`config.mk`:
```
export PLATFORM = sky130hd
export DESIGN_NAME = result_animator
export DESIGN_NICKNAME = d
export VERILOG_FILES = /design/src/rtl/anim_pkg.sv /design/src/rtl/frame_ticker.sv /design/src/rtl/result_animator.sv
export SDC_FILE = /design/constraint.sdc
export NUM_CORES = 1
export LEC_CHECK = 0
export CAP_MARGIN = 0
export CORE_MARGIN = 5
export CORE_UTILIZATION = 58
export DETAILED_ROUTE_END_ITERATION = 12
export GPL_TIMING_DRIVEN = 0
export MAX_ROUTING_LAYER = met4
export PLACE_DENSITY = 0.85
export SYNTH_ARGS = -nofsm -noshare
export SYNTH_HDL_FRONTEND = slang
export SYNTH_SLANG_ARGS = --single-unit
```
`constraint.sdc`:
```
create_clock -name clock -period 6.7 [get_ports clock]
set_clock_uncertainty 0.2 [all_clocks]
set_input_delay 1.675 -clock clock [delete_from_list [all_inputs] [get_ports clock]]
set_output_delay 1.675 -clock clock [all_outputs]
set_load 0.1 [all_outputs]
```
`src/rtl/anim_pkg.sv`:
```
// rtl/anim_pkg.sv - shared encodings and segment constants for the result animator
package anim_pkg;

  typedef enum logic [1:0] {
    MODE_NONE = 2'd0,
    MODE_WIN  = 2'd1,
    MODE_LOSE = 2'd2,
    MODE_SPIN = 2'd3
  } mode_t;

  typedef enum logic [1:0] {
    IDLE = 2'd0,
    RUN  = 2'd1,
    HOLD = 2'd2
  } state_t;

  // Active-low segment patterns, bit order {dp,g,f,e,d,c,b,a}
  localparam logic [7:0] SEG_TOP   = 8'hFE;
  localparam logic [7:0] SEG_BOT   = 8'hF7;
  localparam logic [7:0] SEG_BOTH  = 8'hF6;
  localparam logic [7:0] SEG_DASH  = 8'hBF;
  localparam logic [7:0] SEG_BLANK = 8'hFF;

  // Spin walks segments a..f, so its index wraps after 5
  localparam logic [2:0] SPIN_LAST = 3'd5;

endpackage

```
`src/rtl/frame_ticker.sv`:
```
// rtl/frame_ticker.sv - frame-rate divider producing one tick per TICK_DIV cycles
module frame_ticker #(
  parameter int TICK_DIV = 25000000
) (
  input  logic clock,
  input  logic resetn,
  input  logic run,
  output logic tick
);

  localparam int DW = (TICK_DIV > 1) ? $clog2(TICK_DIV) : 1;
  localparam logic [DW-1:0] DIV_LAST = DW'(TICK_DIV - 1);

  logic [DW-1:0] div_q, div_d;

  // Tick on the last count of each frame; never while stopped
  assign tick = run && (div_q == DIV_LAST);

  // Count while running and wrap at the frame boundary; hold at zero otherwise
  always_comb begin
    div_d = '0;
    if (run) begin
      div_d = (div_q == DIV_LAST) ? '0 : div_q + 1'b1;
    end
  end

  // Divider register
  always_ff @(posedge clock or negedge resetn) begin
    if (!resetn) begin
      div_q <= '0;
    end else begin
      div_q <= div_d;
    end
  end

endmodule

```
`src/rtl/result_animator.sv`:
```
// rtl/result_animator.sv - end-of-game 7-segment animation controller
module result_animator
  import anim_pkg::*;
#(
  parameter int NUM_DIGITS   = 4,
  parameter int TICK_DIV     = 25000000,
  parameter int FLASH_FRAMES = 8
) (
  input  logic                    clock,
  input  logic                    resetn,
  input  logic                    start,
  input  logic [1:0]              mode,
  input  logic                    clear,
  output logic [8*NUM_DIGITS-1:0] hex_out,
  output logic                    busy,
  output logic                    done
);

  localparam int FW = (FLASH_FRAMES > 1) ? $clog2(FLASH_FRAMES) : 1;
  localparam logic [FW-1:0] FRAME_LAST = FW'(FLASH_FRAMES - 1);

  state_t                  state_q, state_d;
  mode_t                   mode_q, mode_d;
  logic [FW-1:0]           frame_q, frame_d;
  logic [2:0]              spin_q, spin_d;
  logic [8*NUM_DIGITS-1:0] hex_q, hex_d;
  logic                    busy_q, busy_d;
  logic                    done_q, done_d;
  logic                    run;
  logic                    tick;

  // clear stops the divider in the same cycle so counters are zero next cycle
  assign run = (state_q == RUN) && !clear;

  frame_ticker #(
    .TICK_DIV(TICK_DIV)
  ) u_ticker (
    .clock (clock),
    .resetn(resetn),
    .run   (run),
    .tick  (tick)
  );

  // Display pattern for a given state/mode/frame; even and odd digits may differ
  function automatic logic [8*NUM_DIGITS-1:0] pattern(input state_t st, input mode_t md,
                                                      input logic parity, input logic [2:0] idx);
    logic [8*NUM_DIGITS-1:0] p;
    logic [7:0]              even_seg;
    logic [7:0]              odd_seg;
    even_seg = SEG_BLANK;
    odd_seg  = SEG_BLANK;
    p        = '1;
    case (st)
      RUN: begin
        case (md)
          MODE_WIN: begin
            even_seg = parity ? SEG_BOT : SEG_TOP;
            odd_seg  = parity ? SEG_TOP : SEG_BOT;
          end
          MODE_LOSE: begin
            even_seg = parity ? SEG_BLANK : SEG_DASH;
            odd_seg  = even_seg;
          end
          MODE_SPIN: begin
            even_seg = ~(8'h01 << idx);
            odd_seg  = even_seg;
          end
          default: ;
        endcase
      end
      HOLD: begin
        case (md)
          MODE_WIN:  even_seg = SEG_BOTH;
          MODE_LOSE: even_seg = SEG_DASH;
          default:   even_seg = SEG_BLANK;
        endcase
        odd_seg = even_seg;
      end
      default: ;
    endcase
    for (int k = 0; k < NUM_DIGITS; k++) begin
      p[8*k +: 8] = (k % 2 == 0) ? even_seg : odd_seg;
    end
    return p;
  endfunction

  // Next-state logic; the display is computed from next-state values so it is registered
  always_comb begin
    state_d = state_q;
    mode_d  = mode_q;
    frame_d = frame_q;
    spin_d  = spin_q;
    done_d  = 1'b0;
    if (clear) begin
      state_d = IDLE;
      frame_d = '0;
      spin_d  = '0;
    end else begin
      case (state_q)
        IDLE, HOLD: begin
          if (start && (mode != MODE_NONE)) begin
            state_d = RUN;
            mode_d  = mode_t'(mode);
            frame_d = '0;
            spin_d  = '0;
          end
        end
        RUN: begin
          if (tick) begin
            if (frame_q == FRAME_LAST) begin
              state_d = HOLD;
              done_d  = 1'b1;
            end else begin
              frame_d = frame_q + 1'b1;
              spin_d  = (spin_q == SPIN_LAST) ? 3'd0 : spin_q + 3'd1;
            end
          end
        end
        default: state_d = IDLE;
      endcase
    end
    busy_d = (state_d == RUN);
    hex_d  = pattern(state_d, mode_d, frame_d[0], spin_d);
  end

  // State and output registers
  always_ff @(posedge clock or negedge resetn) begin
    if (!resetn) begin
      state_q <= IDLE;
      mode_q  <= MODE_NONE;
      frame_q <= '0;
      spin_q  <= '0;
      hex_q   <= '1;
      busy_q  <= 1'b0;
      done_q  <= 1'b0;
    end else begin
      state_q <= state_d;
      mode_q  <= mode_d;
      frame_q <= frame_d;
      spin_q  <= spin_d;
      hex_q   <= hex_d;
      busy_q  <= busy_d;
      done_q  <= done_d;
    end
  end

  assign hex_out = hex_q;
  assign busy    = busy_q;
  assign done    = done_q;

endmodule
```
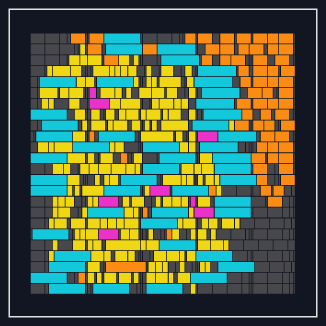
Run 1: placement by cell class
Scale: 4 px per µm. Fill, decap, tap and diode cells in gray.
color	class	cells	share of their area
yellow	all other logic	182	39%
orange	other buffers and delay cells	67	20%
magenta	clock drivers and dummy loads	8	3.0%
cyan	flops	47	39%

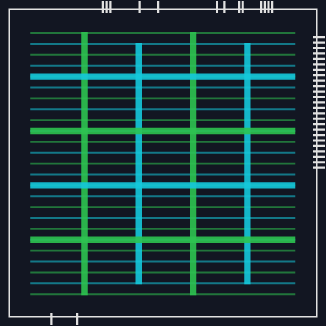
Run 1: supply network
Scale: 4 px per µm. Pins as bars on the die edge.
color	net
cyan	VDD
green	VSS
met5 straps	4
signal pins	40
met4 straps	4
rows	24
met1 rails	25

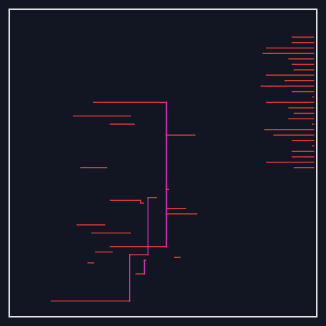
Run 1: routed metal, one color a layer
Scale: 4 px per µm. Only two layers are drawn.
color	layer	wire length
red	met3	312 µm
magenta	met4	65.1 µm

==> deck_impl_summary.md, run 1 <==
Implementation Results

Timing
  • Max-slew headroom: 0.340
  • Slew @ Worst Pin: 0.987 ns
  • Hold slack: 0.322 ns
  • Tcrit/Tclk final: 0.720
  • Fmax: 207 MHz

Logic synthesis
  • Xor/xnor share: 0.0854
  • Synth mux share: 0.0181
  • Cells after Synth: 256
  • Synth Cell Area: 2560 µm²
  • Top cell type's share of synthesized area: 0.361
  • Aoi share: 0.0786
  • Simple share: 0.248
  • Synth warn: 0
  • Most common reg cell: dfrtp_1
  • Top cells by area: dfrtp_1 (36%), dfstp_2 (10%), buf_4 (6.4%)
  • Synth Seq Share: 0.464
  • Top cell type by total area after synthesis: dfrtp_1

Placement
  • Routability cong.: 0.856

Layout
  • FFs & Latches: 47
  • Max reg flops: 25
  • Ant. Diodes: 0
  • Non-clk invs: 6
  • Biggest register: u_ticker.div_q
  • Most frequent cells in the layout: clkdlybuf4s50_1 (38), dfrtp_1 (37), nor2_1 (36)
  • NumNets Final: 314

Global routing
  • Largest net degree at the start of global routing: 26
  • Initial antenna violation count: 0
  • Overflow after GRT: 0
  • Wire length of the first global-routing pass: 8870 µm

Run status
  • Status: finished, final reports clean

Job
  • OpenROAD warnings: 27

CTS
  • Post_cts resized: 0
  • Postcts setup bufs: 0
  • H-tree Lvls: 2
  • Clock Pin Slew Worst Setup and Hold Paths: 0.09 ns
  • TritonCTS Buffers: 5

Min path
  • Hold Startpoint: u_ticker.div_q[0]
  • Hold Path Depth: 1
  • Worst min-delay path class: reg2reg

Route
  • Initial drt markers: 107
  • Highest metal used: met4
  • WL/cell: 14.3 µm
  • Met2 WL: 2410 µm
  • DRT Wirelength: 5080 µm

Pwr
  • Reg power frac: 0.422
  • Net Sw Power: 279 µW
  • Worst vdd ir: 0.122 mV

Setup path
  • Critical path arrival: 4.81 ns
  • R2R Setup Slk: 3.08 ns
  • Crit-path max cell delay: 0.54 ns
  • Critical Path Fanout Max: 10
  • Crit path DRT: 6.69 ns
## Run 2: what changed since run 1
--- a/config.mk
+++ b/config.mk
@@ -7,11 +7,11 @@
 export LEC_CHECK = 0
 export CAP_MARGIN = 0
 export CORE_MARGIN = 5
-export CORE_UTILIZATION = 58
+export CORE_UTILIZATION = 54
 export DETAILED_ROUTE_END_ITERATION = 12
 export GPL_TIMING_DRIVEN = 0
 export MAX_ROUTING_LAYER = met4
-export PLACE_DENSITY = 0.85
+export PLACE_DENSITY = 0.8
 export SYNTH_ARGS = -nofsm -noshare
 export SYNTH_HDL_FRONTEND = slang
 export SYNTH_SLANG_ARGS = --single-unit
==> constraint.sdc (replaced) <==
create_clock -name clock -period 4.8 [get_ports clock]
set_clock_uncertainty 0.2 [all_clocks]
set_input_delay 1.2 -clock clock [delete_from_list [all_inputs] [get_ports clock]]
set_output_delay 1.2 -clock clock [all_outputs]
set_load 0.1 [all_outputs]
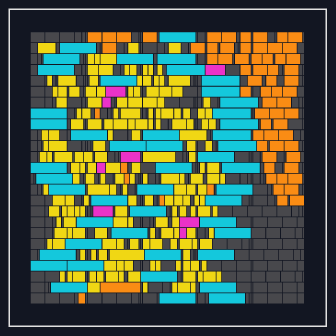
Run 2: placement by cell class
Scale: 4 px per µm. Fill, decap, tap and diode cells in gray.
color	class	cells	share of their area
magenta	clock drivers and dummy loads	8	2.8%
cyan	flops	47	39%
orange	other buffers and delay cells	67	20%
yellow	all other logic	182	39%

==> deck_impl_summary.md, run 2 <==
Implementation Results

Layout
  • Max reg flops: 25
  • Fillers: 378
  • Ant. Diodes: 0
  • NumNets Final: 314
  • Most frequent cells in the layout: clkdlybuf4s50_1 (38), dfrtp_1 (37), nor2_1 (36)

Setup path
  • Crit path DRT: 4.80 ns
  • Critical path arrival: 4.31 ns
  • R2r startpoint: u_ticker.div_q[0]
  • Critical Path Fanout Max: 10
  • R2R Setup Slk: 1.25 ns
  • Crit-path max cell delay: 0.54 ns

Global routing
  • Wire length of the first global-routing pass: 8580 µm
  • Overflow after GRT: 0
  • Initial antenna violation count: 0
  • Largest net degree at the start of global routing: 27

Timing
  • Max-slew headroom: 0.343
  • Fmax: 232 MHz
  • Slew @ Worst Pin: 0.983 ns
  • Tcrit/Tclk final: 0.898
  • Hold slack: 0.318 ns

Route
  • Highest metal used: met4
  • WL/cell: 14.0 µm
  • DRT Wirelength: 5000 µm

Logic synthesis
  • Xor/xnor share: 0.0854
  • Most common reg cell: dfrtp_1
  • Simple share: 0.248
  • Top cells by area: dfrtp_1 (36%), dfstp_2 (10%), buf_4 (6.4%)
  • Top cell type by total area after synthesis: dfrtp_1
  • Synth mux share: 0.0181
  • Top cell type's share of synthesized area: 0.361
  • Synth Seq Share: 0.464
  • Aoi share: 0.0786
  • Ys cells: 256

Job
  • OpenROAD warnings: 27

CTS
  • Postcts setup bufs: 0
  • TritonCTS Buffers: 5
  • H-tree Lvls: 2
  • Clock Pin Slew Worst Setup and Hold Paths: 0.08 ns

Pwr
  • Reg power frac: 0.423
  • Net Sw Power: 402 µW
  • Total power: 1010 µW
  • Worst vdd ir: 0.136 mV

Min path
  • Worst min-delay path class: reg2reg
  • Hold Startpoint: u_ticker.div_q[0]

Placement
  • Routability cong.: 0.852

Run status
  • Status: finished, final reports clean
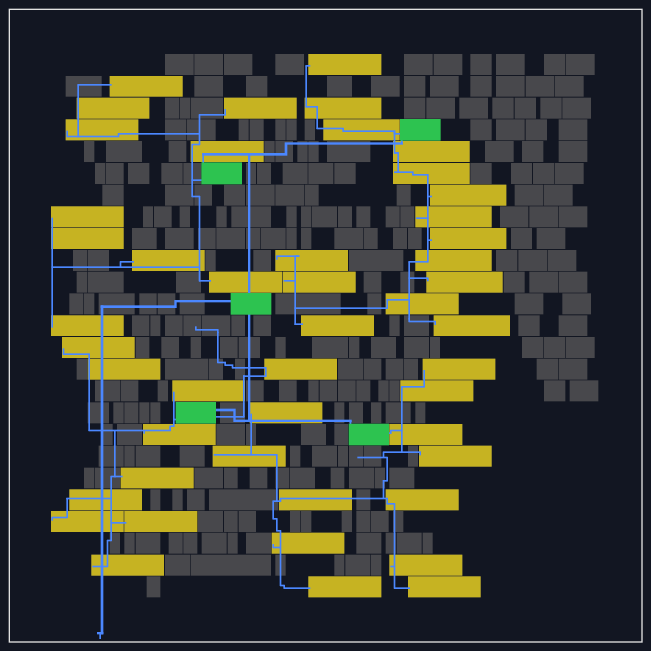
Run 2: routed clock nets over the placement
Scale: 8 px per µm.
[green] cells driving clock nets | count: 5
[yellow] flip-flops | count: 47
[blue] clock wires | length: 528 µm
routed clock nets	6

## Run 3: what changed since run 2
--- a/config.mk
+++ b/config.mk
@@ -11,7 +11,7 @@
 export DETAILED_ROUTE_END_ITERATION = 12
 export GPL_TIMING_DRIVEN = 0
 export MAX_ROUTING_LAYER = met4
-export PLACE_DENSITY = 0.8
+export PLACE_DENSITY_LB_ADDON = 0.3
 export SYNTH_ARGS = -nofsm -noshare
 export SYNTH_HDL_FRONTEND = slang
 export SYNTH_SLANG_ARGS = --single-unit
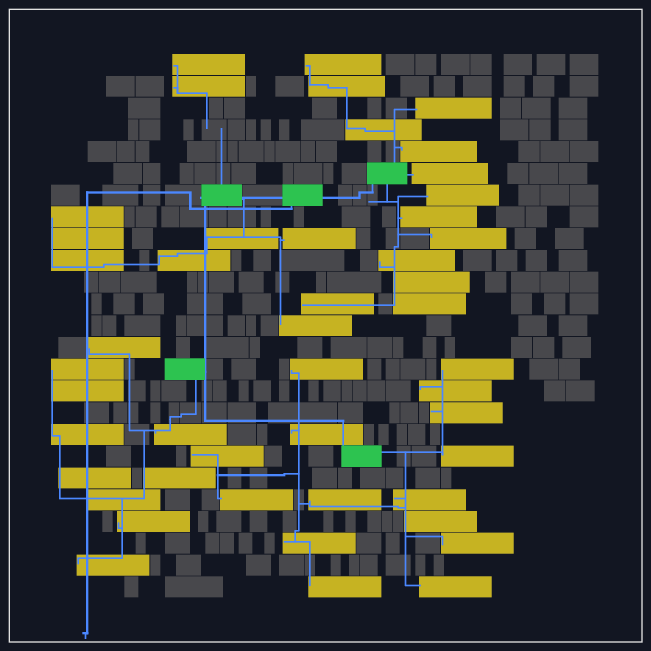
Run 3: routed clock nets over the placement
Scale: 8 px per µm.
[yellow] flip-flops | count: 47
[blue] clock wires | length: 522 µm
[green] cells driving clock nets | count: 5
routed clock nets	6
worst skew pair latency: 0.30 ns
clock group share of total power: 0.233
Clk power: 233 µW

==> deck_impl_summary.md, run 3 <==
Implementation Results

Run status
  • Status: finished, final reports clean

Global routing
  • Wire length of the first global-routing pass: 8700 µm
  • Largest net degree at the start of global routing: 28
  • Overflow after GRT: 0
  • Initial antenna violation count: 0

Die
  • # Taps: 54
  • Die Size: 6230 µm²
  • Floorplan utilization: 0.550

Logic synthesis
  • Cells after Synth: 256
  • Xor/xnor share: 0.0854
  • Synth mux share: 0.0181
  • Top cells by area: dfrtp_1 (36%), dfstp_2 (10%), buf_4 (6.4%)
  • Top cell type's share of synthesized area: 0.361
  • Synth cell count leaders: dfrtp_1 (37), nor2_1 (36), buf_4 (22)
  • Synth Cell Area: 2560 µm²
  • Aoi share: 0.0786
  • Syn_nets: 267
  • Synth warn: 0
  • Simple share: 0.248
  • Most common reg cell: dfrtp_1
  • Top cell type by total area after synthesis: dfrtp_1
  • Ys cells: 256
  • Synth Seq Share: 0.464

Setup path
  • Worst setup path endpoint: hex_out[24]
  • Critical path type: in2reg
  • Crit-path max cell delay: 0.56 ns
  • Crit path DRT: 4.79 ns
  • R2r startpoint: u_ticker.div_q[0]
  • Critical path arrival: 4.39 ns
  • R2R Setup Slk: 1.18 ns
  • Critical Path Fanout Max: 10

Route
  • Vias: 1958
  • DRT Wirelength: 5090 µm
  • Highest metal used: met4
  • Metal-1 WL: 2400 µm
  • Initial drt markers: 118
  • Met2 WL: 2280 µm
  • WL/cell: 14.2 µm

CTS
  • TritonCTS Buffers: 5
  • Post_cts resized: 0
  • Clock Pin Slew Worst Setup and Hold Paths: 0.09 ns
  • H-tree Lvls: 2
  • Postcts setup bufs: 0

Layout
  • Most frequent cells in the layout: clkdlybuf4s50_1 (38), dfrtp_1 (37), nor2_1 (36)
  • Fillers: 376
  • Biggest register: u_ticker.div_q
  • Commonest Layout Cell: clkdlybuf4s50_1
  • NumNets Final: 314
  • Area Growth Syn to Fin: 21.9%
  • Ant. Diodes: 0
  • Non-clk invs: 6
  • Max reg flops: 25
  • Register Area: 1190 µm²
  • ClkCell Share: 0.0284
  • FFs & Latches: 47

Timing
  • Slew @ Worst Pin: 0.992 ns
  • Setup TNS Final: 0 ns
  • Tcrit/Tclk final: 0.918
  • Final worst slack: 0.396 ns
  • Hold slack: 0.324 ns
  • Fmax: 227 MHz
  • Max-slew headroom: 0.337

Pwr
  • Reg power frac: 0.425
  • Combinational Power Share: 0.343
  • Net Sw Power: 399 µW
  • Worst vdd ir: 0.188 mV
  • Total power: 1000 µW
  • Cell Pwr Density: 321 nW/µm²

Placement
  • Pre-CTS setup slack: 0.117 ns
  • Routability cong.: 0.891

Min path
  • Hold Path Depth: 1
  • Worst min-delay path class: reg2reg
  • Hold Startpoint: u_ticker.div_q[0]

Job
  • OpenROAD warnings: 27
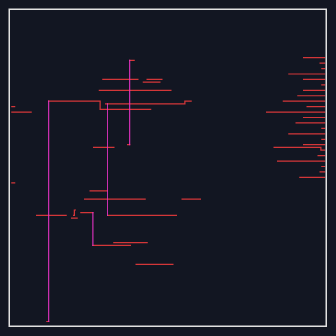
Run 3: routed metal, one color a layer
Scale: 4 px per µm. Only two layers are drawn.
color	layer	wire length
red	met3	305 µm
magenta	met4	112 µm

Power and IR drop assume default switching activity.
